Figure 1. Gate families picked out.
(2 px per micron)
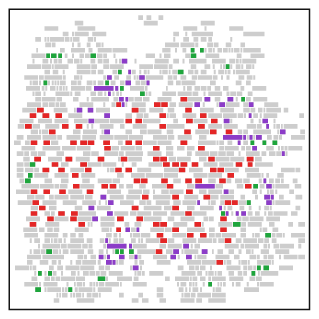
Figure 2. Routing congestion map.
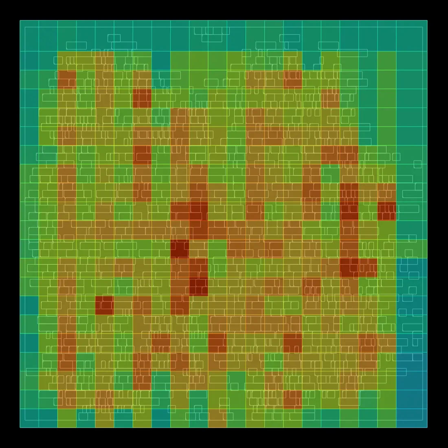
Figure 3. Cell classes on the final placement.
(2 px per micron) Fill, decap, tap and diode cells in gray.
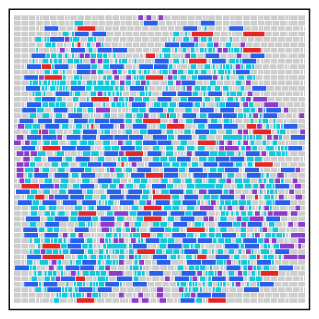
File: config.mk
export PLATFORM = sky130hd
export DESIGN_NAME = multi_rate_divider
export DESIGN_NICKNAME = d
export VERILOG_FILES = /design/src/rtl/div_pkg.sv /design/src/rtl/div_channel.sv /design/src/rtl/multi_rate_divider.sv
export SDC_FILE = /design/constraint.sdc
export NUM_CORES = 1
export LEC_CHECK = 0
export CAP_MARGIN = 0
export CORE_MARGIN = 1.5
export CORE_UTILIZATION = 45
export DETAILED_ROUTE_END_ITERATION = 10
export PLACE_DENSITY_LB_ADDON = 0.25
export SYNTH_ARGS = -nofsm -noshare
export SYNTH_HDL_FRONTEND = slang
export SYNTH_HIERARCHICAL = 1
export SYNTH_SLANG_ARGS = --single-unit
File: constraint.sdc
create_clock -name CLK -period 2.05 [get_ports CLK]
set_input_delay 0.41 -clock CLK [delete_from_list [all_inputs] [get_ports CLK]]
set_output_delay 0.41 -clock CLK [all_outputs]
set_load 0.1 [all_outputs]
File: src/rtl/div_pkg.sv
// Shared types and helpers for the multi-rate divider: channel modes and the
// channel-index width rule.
package div_pkg;

  typedef enum logic {
    MODE_TOGGLE = 1'b0,
    MODE_PULSE  = 1'b1
  } mode_e;

  // Width of a channel index; a single-channel build still gets a 1-bit select.
  function automatic int CH_W(input int n);
    return (n <= 1) ? 1 : $clog2(n);
  endfunction

endpackage

File: src/rtl/div_channel.sv
// One divider channel: counter, active divisor/mode and a shadow that is
// applied only at terminal count (or SYNC) so period changes never glitch.
module div_channel
  import div_pkg::*;
#(
  parameter int CNT_W        = 16,
  parameter int DEFAULT_DIV  = 20000,
  parameter bit DEFAULT_MODE = 1'b0
) (
  input  logic             CLK,
  input  logic             RST,
  input  logic             EN,
  input  logic             SYNC,
  input  logic             WR,
  input  logic [CNT_W-1:0] WR_DIV,
  input  logic             WR_MODE,
  output logic             CLK_OUT,
  output logic             TICK,
  output logic             PENDING
);

  logic [CNT_W-1:0] q, q_n;
  logic [CNT_W-1:0] div_r, div_n;
  logic [CNT_W-1:0] shadow_div, shadow_div_n;
  mode_e            mode_r, mode_n;
  mode_e            shadow_mode, shadow_mode_n;
  logic             pending_r, pending_n;
  logic             clk_out_r, clk_out_n;
  logic             tick_r, tick_n;
  logic             tc;

  assign tc = EN && (q == div_r);

  // NOTE: every signal driven here gets a default first so no path leaves it
  // unassigned; otherwise synthesis would infer a latch.
  always_comb begin
    div_n         = div_r;
    mode_n        = mode_r;
    shadow_div_n  = shadow_div;
    shadow_mode_n = shadow_mode;
    pending_n     = pending_r;

    // A write landing on the apply edge bypasses the shadow entirely.
    if (tc || SYNC) begin
      if (WR) begin
        div_n  = WR_DIV;
        mode_n = mode_e'(WR_MODE);
      end else if (pending_r) begin
        div_n  = shadow_div;
        mode_n = shadow_mode;
      end
      pending_n = 1'b0;
    end else if (WR) begin
      shadow_div_n  = WR_DIV;
      shadow_mode_n = mode_e'(WR_MODE);
      pending_n     = 1'b1;
    end

    if (SYNC || tc) begin
      q_n = '0;
    end else if (EN) begin
      q_n = q + CNT_W'(1);
    end else begin
      q_n = q;
    end

    tick_n = tc && !SYNC;

    // The mode in force after this edge decides the output, so a switch to
    // pulse mode follows TICK from the apply edge itself.
    if (SYNC) begin
      clk_out_n = 1'b0;
    end else if (mode_n == MODE_PULSE) begin
      clk_out_n = tc;
    end else if (tc) begin
      clk_out_n = ~clk_out_r;
    end else begin
      clk_out_n = clk_out_r;
    end
  end

  // NOTE: sequential state uses non-blocking assignments so every register
  // samples the pre-edge values regardless of statement order.
  always_ff @(posedge CLK) begin
    if (RST) begin
      q           <= '0;
      div_r       <= CNT_W'(DEFAULT_DIV);
      mode_r      <= mode_e'(DEFAULT_MODE);
      // NOTE: the shadow is reset too; it is only a few flops and keeps X
      // out of simulation if PENDING logic is ever changed.
      shadow_div  <= CNT_W'(DEFAULT_DIV);
      shadow_mode <= mode_e'(DEFAULT_MODE);
      pending_r   <= 1'b0;
      clk_out_r   <= 1'b0;
      tick_r      <= 1'b0;
    end else begin
      q           <= q_n;
      div_r       <= div_n;
      mode_r      <= mode_n;
      shadow_div  <= shadow_div_n;
      shadow_mode <= shadow_mode_n;
      pending_r   <= pending_n;
      clk_out_r   <= clk_out_n;
      tick_r      <= tick_n;
    end
  end

  assign CLK_OUT = clk_out_r;
  assign TICK    = tick_r;
  assign PENDING = pending_r;

endmodule

File: src/rtl/multi_rate_divider.sv
// NCH-channel programmable clock/tick divider: decodes the load strobe to a
// one-hot write vector and fans it out to independent channels.
module multi_rate_divider
  import div_pkg::*;
#(
  parameter int CNT_W        = 16,
  parameter int NCH          = 4,
  parameter int DEFAULT_DIV  = 20000,
  parameter bit DEFAULT_MODE = 1'b0
) (
  input  logic                  CLK,
  input  logic                  RST,
  input  logic                  EN,
  input  logic                  SYNC,
  input  logic                  LOAD,
  input  logic [CH_W(NCH)-1:0]  LOAD_CH,
  input  logic [CNT_W-1:0]      LOAD_DIV,
  input  logic                  LOAD_MODE,
  output logic [NCH-1:0]        CLK_OUT,
  output logic [NCH-1:0]        TICK,
  output logic [NCH-1:0]        PENDING
);

  localparam int CW = CH_W(NCH);

  logic [NCH-1:0] wr;

  // Indices at or above NCH match no channel, so such writes are dropped.
  always_comb begin
    wr = '0;
    for (int i = 0; i < NCH; i++) begin
      if (LOAD && (LOAD_CH == CW'(i))) wr[i] = 1'b1;
    end
  end

  for (genvar g = 0; g < NCH; g++) begin : g_ch
    div_channel #(
      .CNT_W       (CNT_W),
      .DEFAULT_DIV (DEFAULT_DIV),
      .DEFAULT_MODE(DEFAULT_MODE)
    ) u_ch (
      .CLK    (CLK),
      .RST    (RST),
      .EN     (EN),
      .SYNC   (SYNC),
      .WR     (wr[g]),
      .WR_DIV (LOAD_DIV),
      .WR_MODE(LOAD_MODE),
      .CLK_OUT(CLK_OUT[g]),
      .TICK   (TICK[g]),
      .PENDING(PENDING[g])
    );
  end

endmodule

==> impl_metrics.toml <==
# physical design summary
[sta]
worst_pin_slew_ns = 0.544
clock_skew_ns = 0.00999
slew_headroom_pct = 63.7
slew_violations = 0
fin_ws_ns = 0.0855
finalSetupViolCount = 0
rsz0062_at_grt = "no"
fin_crit_ns = 1.96
hold_violations = 0
tns_ns = 0
period_used_pct = 95.8
fmax_mhz = 509

[worst_setup_path]
path_max_fanout = 20
slowest_delay_ns = 0.50
r2r_slack_ns = 0.09
timing.rr.end = "g_ch[2].u_ch/mode_r$_SDFF_PP0_"
path_class = "in -> reg"
endpoint_kind = "flip-flop"
reg2regPathDepth = 6
cp_slowest_cell = "clkdlybuf4s50_1"
crit_start = "LOAD_CH[1]"
startpoint_type = "input port"
cp.arrival_ns = 2.41
endpoint = "g_ch[2].u_ch/shadow_div[4]$_SDFFE_PP0P_"
r2r-start = "g_ch[2].u_ch/q[4]$_SDFFE_PP0P_"
required_ns = 2.50
path_cells = "clkdlybuf4s50_1, and3b_1, buf_6, nand2b_1, nor2_1, a21boi_0, buf_4, a32o_1"

[cells_and_area]
layout-drive-gt1-share_pct = 22.3
syn_to_final_growth_pct = 25.2
fillers = 1818
n_antenna_cell = 0
nNetsFinal = 1132

[floorplan]
io_pins = 36
die-area_sq_um = 22300
fp-utilization_pct = 45.8
die_width_microns = 149
die.size.y_microns = 149

[synth]
yosys_register_bits = 212
synthArstFlopShare_pct = 0
yosys_most_used_dff = "dfxtp_1"
ys_cells = 964
synth_top_area_share_pct = 44.0
ys_chip_area_sq_um = 9640
syn-instance-count = 964
ys_types = 39
ys_seq_share_pct = 44.0
synth-edff-count = 0
avgSynthCellArea_sq_um = 10.0
area_leaders = "dfxtp_1, a32o_1, xnor2_1, mux2_2, nor2_1"
top_area_cell = "dfxtp_1"
ys_warn_count = 6
synth_nets = 992
synthesis.area_sq_um = 9640

[global_routing]
grt_pass1_vias = 7467
antenna_found_initial = 0
grt_util_all_layers_pct = 21.2
gr-total-overflow = 0
grt_max_degree = 43
grt_pass1_wl_microns = 38100

[cts]
clk_latency_ns = 0.51
numCtsBuffers = 24
postCtsHoldBufs = 0
root_buffer = "clkbuf_16"
tritoncts = "yes"
numClockSinks = 212
clk_pin_slew_ns = 0.06
cts_max_level = 1
cts_buffer_depth = 3

[pwr]
power_density_nw_per_um2 = 782
p_leak_nw = 4.59
ir_drop_mv = 0.701

[detailed_routing]
dr_total_vias = 7730
viasPerCell = 5.54
detail_route.wirelength_microns = 23400
antenna_left = 0
first_iter_violations = 535
drcViolationCount = 0
first_pass_iters = 4

[worst_hold_path]
hold-path-endpoint = "g_ch[2].u_ch/TICK$_SDFF_PP0_"
hp-start = "RST"
hold_depth = 3
hold_class = "in -> reg"

[run_status]
status = "finished clean"

[flow_run]
warnings = 26
cap_violations = 0

[place]
place.gp.congestion = 0.801
port_buffers = 35
dpl_worst_slack_ns = -0.479
dpl.hpwl_microns = 16300
About Figure 1:
red -> non-inverting ao/oa cells  # cells 112, most used a32o_1
purple -> aoi and oai cells  # cells 68, most used a32oi_1
green -> and/or cells  # cells 39, most used or3_1, where widely spread
most frequent logic cell in the layout: dfxtp_1
logic share of the area: 41.3%
Post-Layout Cell Count: 1396

About Figure 2:
GRT Max-Usage Layer: met2
Routed WL per cell: 16.8 microns

About Figure 3:
red -> clock drivers and dummy loads  # cells 43
purple -> remaining buffers and delay cells  # cells 166
cyan -> combinational and other logic  # cells 700
blue -> sequential cells  # cells 212
final instance area: 12100 sq um
# rows: 53
Util after Layout: 57.4%
core area: 21000 sq um
sequential cell area share: 35.2%

==> registers in the layout, indices dropped and copies added, names as in the netlist <==
register,flops
g_ch.u_ch/TICK,4
g_ch.u_ch/CLK_OUT,4
g_ch.u_ch/div_r,64
g_ch.u_ch/PENDING,4
g_ch.u_ch/shadow_mode,4
g_ch.u_ch/mode_r,4
g_ch.u_ch/shadow_div,64
g_ch.u_ch/q,64
==> worst max-delay path, delay by kind of cell <==
kind                   cells  cell delay, ns
buffers and inverters      3            1.00
AND/OR/NAND/NOR            3            0.59
AND-OR/OR-AND              2            0.40
==> power by group <==
group	internal [W]	switching, W
Combinational	0.000315	0.000388
Sequential	0.00418	0.0000386
Clock	0.00285	0.00167
Total	0.00734	0.00210
==> cells in the mapped netlist (8+ instances only) <==
cell type,instances
xor2_1,28
buf_6,8
a32o_1,88
nand2_1,40
mux2_2,44
o32a_1,20
inv_1,44
dfxtp_1,212
nor3_1,24
o21ai_0,12
nor2_1,100
or3_1,12
xnor2_1,96
nand3_1,16
a21oi_1,12
nand4_1,36
and4_1,8
a32oi_1,20
clkbuf_1,44
mux2i_1,32
==> layer usage <==
layer  vias up  wire length (microns)  GRT usage (%)  part of all wire (%)
li1       3837                      -              -                     -
met1      3742                  11100           29.4                    47
met2       130                  11200           35.2                    48
met3        21                    937           2.84                   4.0
met4         0                    263           4.46                   1.1
met5         -                      0              0                     0
==> metrics by stage <==
| step | utilization (%) | cells | instance area (sq um) | power, W | hold WS, ns |
|---|---|---|---|---|---|
| 2_1_floorplan | - | 964 | 9650 | 0.00466 | 0.436 |
| 3_3_place_gp | 53.1 | 1351 | 11200 | 0.00499 | 0.446 |
| 3_5_place_dp | 53.1 | 1351 | 11200 | 0.00500 | 0.448 |
| 4_1_cts | 57.3 | 1396 | 12000 | 0.00953 | 0.330 |
| 5_1_grt | 57.4 | 1396 | 12100 | 0.00978 | 0.353 |
| 6_report | 57.4 | 1396 | 12100 | 0.00944 | 0.351 |
==> cells by family (layout without fill, tap and decap cells) <==
family,after synthesis,count (layout),share of synthesized area (%)
DFF,212,212,44.0
xor gates and xnor gates,124,124,11.3
AOI/OAI and AO/OA,180,180,17.4
adders and majority gates,4,4,0.519
and+or+nand+nor,268,268,13.7
buffers and inverters,100,257,4.52
muxes,76,76,8.47
==> timing repair <==
action / in CTS / in global routing
endpoints found under the setup margin: 30 / 57
hold endpoints to repair: 0 / 0
pin swaps: 2 / 0
gates resized: 0 / 8
buffers inserted: 2 / 0
==> final cells by class <==
type                       count  area (sq um)  area share [%]
clock buffer                  37           741            6.14
clock inverter                 6           105           0.871
inverter                      48           180            1.49
multi-input combinational    652          4980            41.3
sequential                   212          4250            35.2
tap                          275           344            2.85
timing repair buffer         166          1470            12.2
==> cell usage in the layout (no fill, tap or decap), drive strengths merged, types with 5 or more instances in the layout <==
cell type and n:
a21oi 12, a32o 88, a32oi 20, and3 5, and4 8, buf 144, clkbuf 37, clkdlybuf4s50 22
clkinv 7, dfxtp 212, inv 44, mux2 44, mux2i 32, nand2 40, nand3 16, nand4 36
nor2 100, nor3 24, nor3b 5, o21ai 16, o32a 20, or3 12, xnor2 96, xor2 28
No activity file was given, so power comes from the tool's default toggle rates.
